## config.mk

```make
export PLATFORM = sky130hd
export DESIGN_NAME = mux4_rr_sequencer
export DESIGN_NICKNAME = d
export VERILOG_FILES = /design/src/rtl/mux_sel_pkg.sv /design/src/rtl/rr_next_pick.sv /design/src/rtl/mux4_rr_sequencer.sv
export SDC_FILE = /design/constraint.sdc
export NUM_CORES = 1
export LEC_CHECK = 0
export ABC_CLOCK_PERIOD_IN_PS = 2600
export CORE_UTILIZATION = 53
export DETAILED_ROUTE_END_ITERATION = 16
export PLACE_DENSITY = 0.9
export RECOVER_POWER = 100
export SETUP_SLACK_MARGIN = 0.3
export SYNTH_ARGS = -nofsm -noshare
export SYNTH_HDL_FRONTEND = slang
export SYNTH_HIERARCHICAL = 1
export SYNTH_SLANG_ARGS = --single-unit
export TNS_END_PERCENT = 5
```

## constraint.sdc

```tcl
create_clock -name clk -period 2.6 [get_ports clk]
set_clock_uncertainty 0.05 [all_clocks]
set_input_delay 0.52 -clock clk [delete_from_list [all_inputs] [get_ports clk]]
set_output_delay 0.52 -clock clk [all_outputs]
set_load 0.005 [all_outputs]
```

## src/rtl/mux_sel_pkg.sv

```systemverilog
// Shared definitions for the 4:1 mux select sequencer.
// Provides the select width, channel count and the sequencer state encoding
// (IDLE = 1'b0, DWELL = 1'b1).
package mux_sel_pkg;

  localparam int SEL_W = 2;
  localparam int NCH   = 4;

  // ST_ prefix keeps the state names distinct from the DWELL parameter of the top.
  typedef enum logic {
    ST_IDLE  = 1'b0,
    ST_DWELL = 1'b1
  } state_t;

endpackage

```

## src/rtl/rr_next_pick.sv

```systemverilog
// Combinational round-robin picker: first requesting channel after sel, circularly.
// Ports: sel = current channel, req = request mask,
//        next = chosen channel, found = any request present.
module rr_next_pick
  import mux_sel_pkg::*;
(
  input  logic [SEL_W-1:0] sel,
  input  logic [NCH-1:0]   req,
  output logic [SEL_W-1:0] next,
  output logic             found
);

  logic [SEL_W-1:0] idx;

  always_comb begin
    next  = sel;
    found = |req;
    idx   = sel;
    // Walk from the farthest offset (sel itself) down to sel+1 so the
    // nearest requester after sel overwrites any farther one.
    for (int off = NCH; off >= 1; off--) begin
      idx = sel + SEL_W'(off);
      if (req[idx]) begin
        next = idx;
      end
    end
  end

endmodule

```

## src/rtl/mux4_rr_sequencer.sv

```systemverilog
// Round-robin select sequencer for a 4:1 mux; holds each grant for DWELL cycles.
// Ports: clk/rst (sync, active-high), en, req[3:0] in;
//        registered sel[1:0], one-hot grant[3:0], valid, wrap pulse out.
module mux4_rr_sequencer
  import mux_sel_pkg::*;
#(
  parameter int DWELL = 4,
  parameter int CNT_W = 8
) (
  input  logic             clk,
  input  logic             rst,
  input  logic             en,
  input  logic [NCH-1:0]   req,
  output logic [SEL_W-1:0] sel,
  output logic [NCH-1:0]   grant,
  output logic             valid,
  output logic             wrap
);

  localparam logic [CNT_W-1:0] CNT_LOAD = CNT_W'(DWELL - 1);

  state_t           state_q, state_d;
  logic [CNT_W-1:0] cnt_q, cnt_d;
  logic [SEL_W-1:0] sel_d;
  logic [NCH-1:0]   grant_d;
  logic             valid_d;
  logic             wrap_d;
  logic             advance;

  logic [SEL_W-1:0] pick;
  logic             found;

  rr_next_pick u_pick (
    .sel   (sel),
    .req   (req),
    .next  (pick),
    .found (found)
  );

  always_comb begin
    state_d = state_q;
    cnt_d   = cnt_q;
    sel_d   = sel;
    valid_d = valid;
    wrap_d  = 1'b0;
    advance = 1'b0;

    case (state_q)
      ST_IDLE: begin
        if (en && found) begin
          advance = 1'b1;
        end
      end
      ST_DWELL: begin
        if (!en) begin
          state_d = ST_IDLE;
          valid_d = 1'b0;
        end else if (cnt_q == '0) begin
          // Expiry (or an abort registered last cycle): one advance only.
          if (found) begin
            advance = 1'b1;
          end else begin
            state_d = ST_IDLE;
            valid_d = 1'b0;
          end
        end else if (!req[sel]) begin
          // Abort: collapse the dwell so the next cycle behaves as expiry.
          cnt_d = '0;
        end else begin
          cnt_d = cnt_q - 1'b1;
        end
      end
      default: begin
        state_d = ST_IDLE;
        valid_d = 1'b0;
      end
    endcase

    if (advance) begin
      state_d = ST_DWELL;
      sel_d   = pick;
      cnt_d   = CNT_LOAD;
      valid_d = 1'b1;
      // Same or lower index than the previous grant means the rotation wrapped.
      wrap_d  = (pick <= sel);
    end

    grant_d = valid_d ? (NCH'(1) << sel_d) : '0;
  end

  always_ff @(posedge clk) begin
    if (rst) begin
      state_q <= ST_IDLE;
      cnt_q   <= '0;
      sel     <= '1;
      grant   <= '0;
      valid   <= 1'b0;
      wrap    <= 1'b0;
    end else begin
      state_q <= state_d;
      cnt_q   <= cnt_d;
      sel     <= sel_d;
      grant   <= grant_d;
      valid   <= valid_d;
      wrap    <= wrap_d;
    end
  end

endmodule

```

==> flow_summary.json, run 1 <==
{
  "worstSetupPathType": "in2reg",
  "highest_layer": "met4",
  "path_clk_slew_ps": 100,
  "grt_overflow_total": 0,
  "gp_congestion": 0.8312,
  "clockNetworkAreaShare_pct": 2.063,
  "syn_to_final_growth_pct": 16.34,
  "warnings": 27,
  "sequentialPowerShare_pct": 48.1,
  "hold_end": "cnt_q[6]$_SDFFE_PP0P_",
  "wl_met3_um": 109,
  "largest_cell_class": "multi-input combinational cells",
  "reg.largest.list": "cnt_q x8, grant x4, sel x2",
  "p_sw_share_pct": 32.78,
  "cts_hold_buf": 0,
  "die_area_um2": 2252,
  "arrival_ps": 2400,
  "comb_cells": 104,
  "grt.busiest_layer": "met2",
  "finalCritPeriodShare_pct": 86.98,
  "post_cts_resize_count": 0,
  "cp_max_fo": 7,
  "hpwl_um": 1932,
  "avgRoutedWirePerCell_um": 14.24,
  "grt_max_degree": 14,
  "power.density_nw_per_um2": 482.9,
  "hold_start": "cnt_q[7]$_SDFFE_PP0P_",
  "lay_top_count": "a21oi_1",
  "pg_seq_w": 0.000296,
  "cp-endpoint": "sel[1]$_SDFF_PP1_",
  "grt_util_met1_pct": 32.49,
  "status": "completed",
  "final_cell_mix": "a21oi_1 (18), dfxtp_1 (17), nand2_1 (13)",
  "fp_nets": 146,
  "p_switching_w": 0.0002016,
  "h-tree-depth": 1,
  "leakagePower_nw": 0.5037,
  "ant_nets": 0,
  "mi_logic_area_um2": 688.2,
  "largest_reg_flops": 8,
  "setup_tns_ps": 0,
  "pg_comb_w": 0.000176,
  "cts.sinks": 17
}
run 1: per-stage QoR:
stage	worst slack (ps)	hold slack, ps	instances
2_1_floorplan	688.1	444.6	136
3_3_place_gp	214.0	473.4	173
3_5_place_dp	126.1	480.4	173
4_1_cts	395.8	499.9	177
5_1_grt	174.5	522.0	177
6_report	338.4	497.8	177
run 1: critical path: stages:
cell             delay (ps)
clkdlybuf4s50_1         460
nor2_1                  160
nand2_1                 120
and2_0                  290
o31ai_1                 370
nor2_1                  160
a211o_1                 320
run 1: logic make-up (layout without fill, tap and decap cells):
kind of cell	Yosys count	after routing	share of synthesized area (%)
adder cells (fa/ha/maj)	3	3	3.429
buffers and inverters	15	29	6.058
AND-OR/OR-AND	48	48	30.17
AND/OR/NAND/NOR	50	50	25.26
flip-flops	17	17	31.09
multiplexers	3	3	4.000
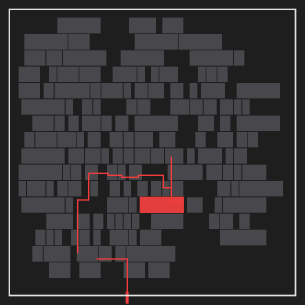
Figure 1: run 1, port wiring.
Scale: 6 px per um.
| port | colour | direction | end cells | wire |
|---|---|---|---|---|
| valid | red | output | 1 | 52.0 um |
# IOs: 15
I/O Buffers: 14

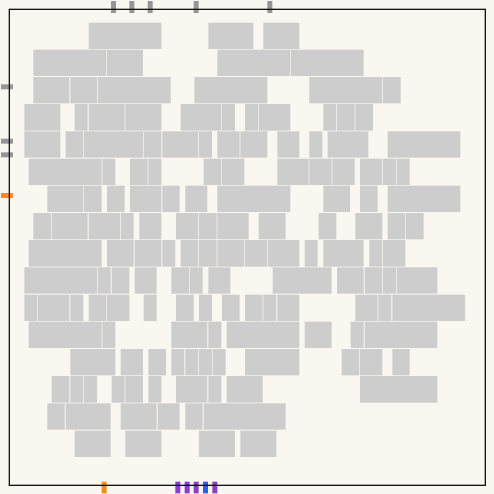
Figure 2: run 1, pin map.
Scale: 10 px per um. Pins as bars across the die edge, other pins in grey.
| port | colour | pins | direction | edge |
|---|---|---|---|---|
| req | purple | 4 | input | bottom |
| valid | blue | 1 | output | bottom |
| sel | orange | 2 | output | 1 left, 1 bottom |
all pins by edge: 6 bottom, 5 top, 4 left
Die Ht: 47.45 um
Die Wd: 47.45 um

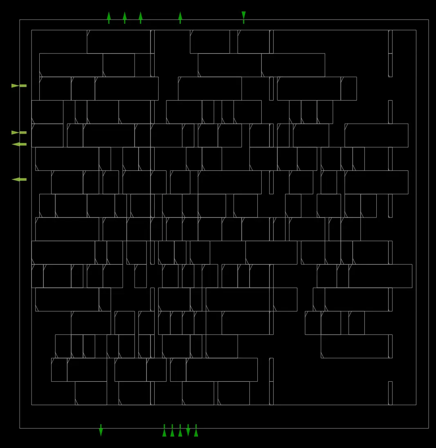
Figure 3: run 1, placed standard cells.
area of the core: 1942 um^2
Tapcell Cnt: 27
registers: 17

==> inputs of run 2 (changes only) <==
--- a/constraint.sdc
+++ b/constraint.sdc
@@ -4,2 +4,2 @@
 set_output_delay 0.52 -clock clk [all_outputs]
-set_load 0.005 [all_outputs]
+set_load 0.05 [all_outputs]
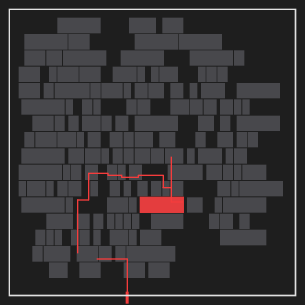
Figure 4: run 2, port wiring.
Scale: 6 px per um.
| port | colour | direction | end cells | wire |
|---|---|---|---|---|
| valid | red | output | 1 | 52.0 um |

==> flow_summary.json, run 2 <==
{
  "status": "completed",
  "grt_max_degree": 14,
  "gp_congestion": 0.8312,
  "pg_comb_w": 0.000212,
  "die_area_um2": 2252,
  "synth.area.mux_share_pct": 4.000,
  "post_cts_resize_count": 1,
  "cts_hold_buf": 0,
  "worst_path_largest_cell_delay_ps": 940,
  "worstSetupPathType": "reg2out",
  "hold_ws_ps": 497.8,
  "ioPinCount": 15,
  "cp_max_fo": 10,
  "ant_nets": 0,
  "final_cell_mix": "a21oi_1 (18), dfxtp_1 (17), nand2_1 (13)",
  "cts.sinks": 17,
  "leakagePower_nw": 0.5047,
  "hpwl_um": 1932,
  "arrival_ps": 1790,
  "cp_top_family": "buffers and inverters",
  "ys_sh_xor_pct": 0,
  "dp_cells": 173,
  "port_buffers": 14,
  "path_cells": "dlygate4sd3_1",
  "highest_layer": "met4",
  "worst_slack_ps": 239.4,
  "h-tree-depth": 1,
  "p_sw_share_pct": 36.55,
  "fp_nets": 146,
  "synthSimpleGateAreaFrac_pct": 25.26,
  "logic_family": "AND-OR/OR-AND gates",
  "synthAdderAreaFrac_pct": 3.429,
  "sequentialPowerShare_pct": 45.5,
  "syn_to_final_growth_pct": 16.23,
  "slowest_stage": "dlygate4sd3_1",
  "power.density_nw_per_um2": 511.7,
  "core-area_um2": 1942,
  "grt_overflow_total": 0,
  "cp_num_buf_inv": 1,
  "finalCritPeriodShare_pct": 90.79,
  "path_clk_slew_ps": 100,
  "fp.dieW_um": 47.45
}
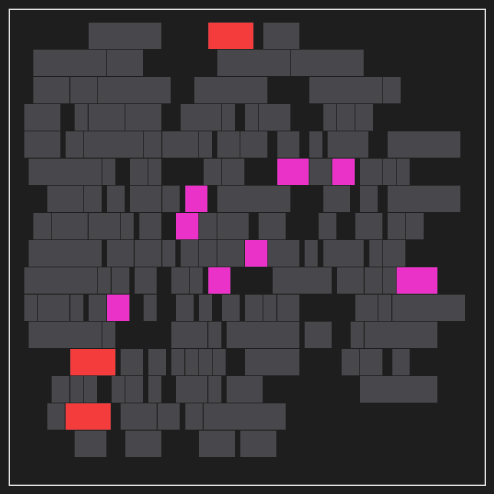
Figure 5: run 2, logic cells by family.
Scale: 10 px per um.
| family | colour | cells |
|---|---|---|
| adder and majority cells | red | 3 |
| AND and OR gates | magenta | 8 |
final non-filler cell total: 177
dominant logic cell type in the layout: a21oi_1
multi-input logic portion of the cell area: 54.08%

-- run 2: cell types whose count changed in the layout (fill, tap and decap cells not counted) --
cell / before / now
dlygate4sd2_1: 0 / 1
dlygate4sd3_1: 8 / 7
-- run 2: final cells by class --
cell class,instances,area share (%)
clock buffer,4,2.065
sequential,17,26.75
multi-input combinational,104,54.08
inverter,10,2.950
tap,27,2.655
timing repair buffer,15,11.50
-- run 2: worst paths after layout --
path,start,end,cells after the start
max,sel[0]$_SDFF_PP1_,sel[0],1
max reg2reg,cnt_q[0]$_SDFFE_PP0P_,cnt_q[7]$_SDFFE_PP0P_,6
min,cnt_q[7]$_SDFFE_PP0P_,cnt_q[6]$_SDFFE_PP0P_,2
min reg2reg,cnt_q[7]$_SDFFE_PP0P_,cnt_q[6]$_SDFFE_PP0P_,2
